===== src/rtl/pea_pkg.sv =====
// ---------------------------------------------------------------------------
// pea_pkg
// Shared definitions for the processing-element array (PEA) and the blocks
// that sit at its edges.
//   N_BITS        : result word width produced by every PE
//   sink_state_t  : run-control states of the result stream sink
// ---------------------------------------------------------------------------
package pea_pkg;

    localparam int N_BITS = 32;

    typedef enum logic [1:0] {
        SINK_IDLE,
        SINK_RUN,
        SINK_DRAIN,
        SINK_DONE
    } sink_state_t;

endpackage


===== src/rtl/stream_fifo.sv =====
// ---------------------------------------------------------------------------
// stream_fifo
// First-word-fall-through FIFO with occupancy output. A push and a pop in the
// same cycle both take effect, so a full FIFO can accept a word while it
// frees one. A pushed word becomes visible on data_o one cycle later (no
// bypass). clr_i empties the FIFO synchronously and overrides push and pop.
// Ports:
//   clk_i, rst_i : clock, asynchronous active-high reset
//   clr_i        : synchronous clear
//   push_i       : write data_i (ignored when full without a pop)
//   data_i       : word to write
//   pop_i        : discard the head word (ignored when empty)
//   data_o       : head word
//   empty_o      : no words stored
//   full_o       : DEPTH words stored
//   level_o      : number of words stored, 0..DEPTH
// ---------------------------------------------------------------------------
module stream_fifo #(
    parameter int WIDTH = 32,
    parameter int DEPTH = 8
) (
    input  logic                     clk_i,
    input  logic                     rst_i,
    input  logic                     clr_i,
    input  logic                     push_i,
    input  logic [WIDTH-1:0]         data_i,
    input  logic                     pop_i,
    output logic [WIDTH-1:0]         data_o,
    output logic                     empty_o,
    output logic                     full_o,
    output logic [$clog2(DEPTH):0]   level_o
);

    localparam int AW = $clog2(DEPTH);

    logic [WIDTH-1:0] mem [DEPTH];
    logic [AW-1:0]    wr_ptr;
    logic [AW-1:0]    rd_ptr;
    logic [AW:0]      level;
    logic             do_push;
    logic             do_pop;

    assign empty_o = (level == '0);
    assign full_o  = (level == (AW+1)'(DEPTH));
    assign do_pop  = pop_i && !empty_o;
    // A full FIFO may still take a word when the head leaves in the same cycle.
    assign do_push = push_i && (!full_o || do_pop);
    assign data_o  = mem[rd_ptr];
    assign level_o = level;

    // Pointers wrap naturally because DEPTH is a power of two.
    always_ff @(posedge clk_i or posedge rst_i) begin
        if (rst_i) begin
            wr_ptr <= '0;
            rd_ptr <= '0;
            level  <= '0;
        end else if (clr_i) begin
            wr_ptr <= '0;
            rd_ptr <= '0;
            level  <= '0;
        end else begin
            if (do_push) begin
                wr_ptr <= wr_ptr + AW'(1);
            end
            if (do_pop) begin
                rd_ptr <= rd_ptr + AW'(1);
            end
            level <= level + (AW+1)'(do_push) - (AW+1)'(do_pop);
        end
    end

    // Storage is cleared on reset so the head output reads zero out of reset.
    always_ff @(posedge clk_i or posedge rst_i) begin
        if (rst_i) begin
            for (int i = 0; i < DEPTH; i++) begin
                mem[i] <= '0;
            end
        end else if (do_push && !clr_i) begin
            mem[wr_ptr] <= data_i;
        end
    end

endmodule


===== src/rtl/pe_stream_sink.sv =====
// ---------------------------------------------------------------------------
// pe_stream_sink
// Downstream end of the PE result stream. Captures results from an edge PE
// into a FIFO, drives the global pea_ready back-pressure, drains the FIFO to
// a valid/ready output stream and signals done after a programmed number of
// results has been accepted and drained.
// Ports:
//   clk_i, rst_i  : clock, asynchronous active-high reset
//   start_i       : begin a run (only honoured in IDLE)
//   cfg_len_i     : results to accept in the run, sampled with start_i
//   flush_i       : synchronous abort, empties FIFO and returns to IDLE
//   pe_res_i      : result word from the PE
//   pe_valid_i    : PE result valid
//   pea_ready_o   : registered global ready for every PE
//   out_data_o    : FIFO head
//   out_valid_o   : FIFO non-empty
//   out_ready_i   : downstream accept
//   busy_o        : a run is in progress
//   done_o        : one-cycle pulse when the run has fully drained
//   level_o       : FIFO occupancy
// ---------------------------------------------------------------------------
module pe_stream_sink #(
    parameter int N_BITS = pea_pkg::N_BITS,
    parameter int DEPTH  = 8,
    parameter int MARGIN = 0,
    parameter int LEN_W  = 16
) (
    input  logic                     clk_i,
    input  logic                     rst_i,
    input  logic                     start_i,
    input  logic [LEN_W-1:0]         cfg_len_i,
    input  logic                     flush_i,
    input  logic [N_BITS-1:0]        pe_res_i,
    input  logic                     pe_valid_i,
    output logic                     pea_ready_o,
    output logic [N_BITS-1:0]        out_data_o,
    output logic                     out_valid_o,
    input  logic                     out_ready_i,
    output logic                     busy_o,
    output logic                     done_o,
    output logic [$clog2(DEPTH):0]   level_o
);

    import pea_pkg::*;

    localparam int LW = $clog2(DEPTH) + 1;
    // Ready is only granted while the FIFO will still have more than MARGIN
    // free slots, which keeps the FIFO from ever overflowing.
    localparam logic [LW-1:0] READY_LIMIT = LW'(DEPTH - MARGIN);

    sink_state_t      state;
    sink_state_t      state_next;
    logic [LEN_W-1:0] len;
    logic [LEN_W-1:0] cnt;
    logic [LW-1:0]    level;
    logic [LW-1:0]    level_next;
    logic             fifo_empty;
    logic             fifo_full;
    logic             accept;
    logic             last_accept;
    logic             push;
    logic             pop;
    logic             ready_next;

    assign accept      = (state == SINK_RUN) && pe_valid_i && pea_ready_o;
    assign last_accept = accept && ((cnt + LEN_W'(1)) == len);
    assign pop         = !fifo_empty && out_ready_i;
    assign push        = accept && !flush_i && (!fifo_full || pop);

    stream_fifo #(
        .WIDTH (N_BITS),
        .DEPTH (DEPTH)
    ) u_fifo (
        .clk_i   (clk_i),
        .rst_i   (rst_i),
        .clr_i   (flush_i),
        .push_i  (push),
        .data_i  (pe_res_i),
        .pop_i   (pop),
        .data_o  (out_data_o),
        .empty_o (fifo_empty),
        .full_o  (fifo_full),
        .level_o (level)
    );

    assign out_valid_o = !fifo_empty;
    assign level_o     = level;

    // Occupancy after the coming edge; ready is registered from this value so
    // nothing on the input side reaches pea_ready_o combinationally.
    always_comb begin
        level_next = level;
        if (flush_i) begin
            level_next = '0;
        end else if (push && !pop) begin
            level_next = level + LW'(1);
        end else if (pop && !push) begin
            level_next = level - LW'(1);
        end
    end

    // Run control: flush overrides everything; a zero-length run skips RUN.
    always_comb begin
        state_next = state;
        busy_o     = (state != SINK_IDLE);
        done_o     = (state == SINK_DONE);
        if (flush_i) begin
            state_next = SINK_IDLE;
        end else begin
            case (state)
                SINK_IDLE: begin
                    if (start_i) begin
                        state_next = (cfg_len_i == '0) ? SINK_DRAIN : SINK_RUN;
                    end
                end
                SINK_RUN: begin
                    if (last_accept) begin
                        state_next = SINK_DRAIN;
                    end
                end
                SINK_DRAIN: begin
                    if (fifo_empty) begin
                        state_next = SINK_DONE;
                    end
                end
                SINK_DONE: begin
                    state_next = SINK_IDLE;
                end
                default: begin
                    state_next = SINK_IDLE;
                end
            endcase
        end
    end

    // The last accept moves the state out of RUN, which already drops ready.
    assign ready_next = (state_next == SINK_RUN) && (level_next < READY_LIMIT);

    always_ff @(posedge clk_i or posedge rst_i) begin
        if (rst_i) begin
            state       <= SINK_IDLE;
            len         <= '0;
            cnt         <= '0;
            pea_ready_o <= 1'b0;
        end else begin
            state       <= state_next;
            pea_ready_o <= ready_next;
            if (flush_i) begin
                cnt <= '0;
            end else if ((state == SINK_IDLE) && start_i) begin
                len <= cfg_len_i;
                cnt <= '0;
            end else if (accept) begin
                cnt <= cnt + LEN_W'(1);
            end
        end
    end

endmodule

===== config.mk =====
export PLATFORM = sky130hd
export DESIGN_NAME = pe_stream_sink
export DESIGN_NICKNAME = d
export VERILOG_FILES = /design/src/rtl/pea_pkg.sv /design/src/rtl/stream_fifo.sv /design/src/rtl/pe_stream_sink.sv
export SDC_FILE = /design/constraint.sdc
export NUM_CORES = 1
export LEC_CHECK = 0
export ABC_AREA = 0
export CORE_MARGIN = 2
export CORE_UTILIZATION = 45
export DETAILED_ROUTE_END_ITERATION = 6
export MAX_ROUTING_LAYER = met4
export PLACE_DENSITY = 0.77
export REMOVE_ABC_BUFFERS = 1
export SLEW_MARGIN = 20
export SYNTH_ARGS = -nofsm -noshare
export SYNTH_HDL_FRONTEND = slang
export SYNTH_SLANG_ARGS = --single-unit

===== constraint.sdc =====
create_clock -name clk_i -period 11.1 [get_ports clk_i]
set_input_delay 2.22 -clock clk_i [delete_from_list [all_inputs] [get_ports clk_i]]
set_output_delay 2.22 -clock clk_i [all_outputs]
set_load 0.01 [all_outputs]

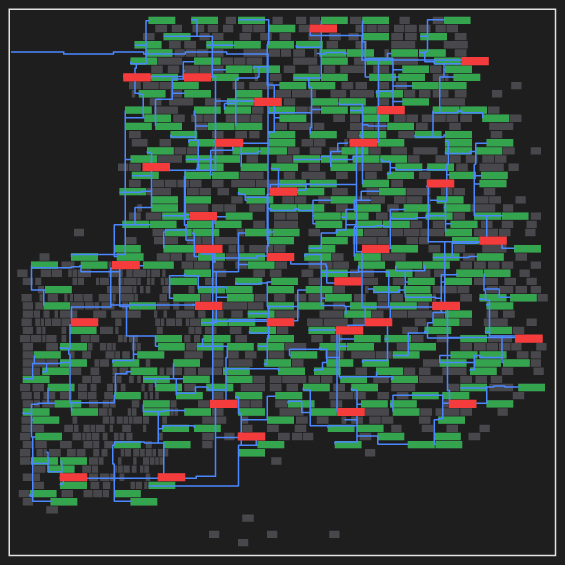
(images/clock_map.png)
Scale: 3 px per um.
- red: cells driving clock nets (count 31)
- green: flip-flops (count 301)
- blue: clock wires (length 3620 um)
- routed clock nets: 32
clock power share: 33.6%
worst skew pair latency: 550 ps
clock group power: 0.973 mW
Clock Skews: 12.0 ps

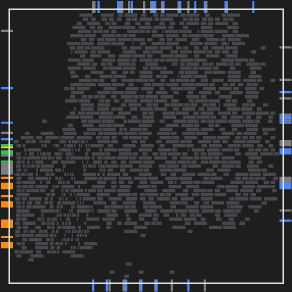
(images/pins.png)
Scale: 1.5 px per um. Pins as bars across the die edge, other pins in grey.
- orange: `cfg_len_i` (pins 16; direction input; edge left)
- yellow: `flush_i` (pins 1; direction input; edge left)
- blue: `pe_res_i` (pins 32; direction input; edge 12 top, 11 right, 6 bottom, 3 left)
- green: `level_o` (pins 4; direction output; edge left)
IO Port Bufs: 93
Die Wd: 182 um
die height: 182 um

## cells by family (layout without fill, tap and decap cells)
group                      after synthesis  in the layout
muxes                                  368            368
DFF                                    301            301
and+or+nand+nor                        111            111
buffers and inverters                   68            164
AOI/OAI and AO/OA                       51             51
xor gates and xnor gates                29             29
adders and majority gates               13             13
other                                    0              1
## cell usage after synthesis (all sizes together), types with 3 or more instances
cell type	number
a21oi	10
mux2	304
dfrtp	301
buf	38
nor2b	7
nor2	23
or3	3
o21ai	27
ha	12
inv	11
mux4	64
nand3	12
nor4	9
nand2	24
nand4	10
nor3	4
or2	3
clkbuf	19
xnor2	19
and3	4
xor2	10
## worst max-delay path, stage by stage (launching register included)
cell and delay (ps):
dfrtp_4 610, buf_4 780, mux4_2 600, mux2_2 310
clkdlybuf4s50_1 490
==> flow_metrics.py <==
# Synthesis and PnR figures
metrics = {
    "setup_path": {
        "r2r-start": "u_fifo.level_o[2]$_DFF_PP0_",
        "r2r_setup_slack_ps": 7690,
        "cp.required_ps": 8880,
        "start_kind": "register",
        "cp.arrival_ps": 3360,
    },
    "grt": {
        "grt_max_degree": 183,
        "overflow": 0,
        "grt.total_usage_pct": 18.2,
        "grt_pass1_vias": 8669,
        "antenna_found_initial": 1,
    },
    "clock_network": {
        "cts_tree": "built",
    },
    "route": {
        "wl_met2_um": 13800,
        "dr.pass1.iters": 4,
        "post_drt_wl_per_cell_um": 19.9,
        "viasPerCell": 5.64,
        "top_layer": "met4",
        "drc": 0,
        "num_vias": 8127,
    },
    "worst_hold_path": {
        "hp-start": "u_fifo.mem[99]$_DFFE_PP0P_",
        "min_delay_worst_endpoint": "u_fifo.mem[99]$_DFFE_PP0P_",
    },
    "placed_design": {
        "hpwlAfterDp_um": 16800,
        "place_ws_ps": 5190,
        "routabilityCongestion": 0.830,
    },
    "job": {
        "warnings": 33,
        "max-cap-violations": 0,
    },
    "logic_synthesis": {
        "ys_sh_simple_pct": 4.21,
        "synth.distinct_cells": 49,
        "yosys_warnings": 0,
        "ys_ff": 301,
        "netlist_area_um2": 14200,
        "yosys_area_um2": 14200,
    },
    "final_layout": {
        "regMostFlops": "u_fifo.mem",
        "clock_buffers": 47,
        "buf_share_pct": 5.99,
        "logic_area_um2": 6350,
        "final_cell_mix": "dfrtp_1 (298), mux2_2 (270), clkdlybuf4s50_1 (93)",
        "finalNonFillerCells": 1440,
        "nFlopsAndLatches": 301,
        "top_regs": "u_fifo.mem: 256 flops, cnt: 16 flops, len: 16 flops",
        "finish.net_count": 1082,
        "n_fill_cell": 2461,
        "seq_area_share_pct": 46.1,
        "drive_gt1_share_pct": 41.8,
        "largest_class": "sequential cells",
    },
    "power_and_ir_drop": {
        "pwr-share-seq_pct": 43.3,
        "seq_cell_power_mw": 1.26,
        "power_density_nw_per_um2": 177,
        "switching_share_pct": 26.5,
    },
    "timing": {
        "finalSetupTns_ps": 0,
        "setup_viol": 0,
        "worst_hold_slack_ps": 500,
        "slew_viol_final": 0,
        "tightest_slew_ps": 1100,
    },
    "floorplanning": {
        "rows": 65,
    },
    "outcome": {
        "status": "finished, final reports clean",
    },
}
Power and IR drop assume default switching activity.
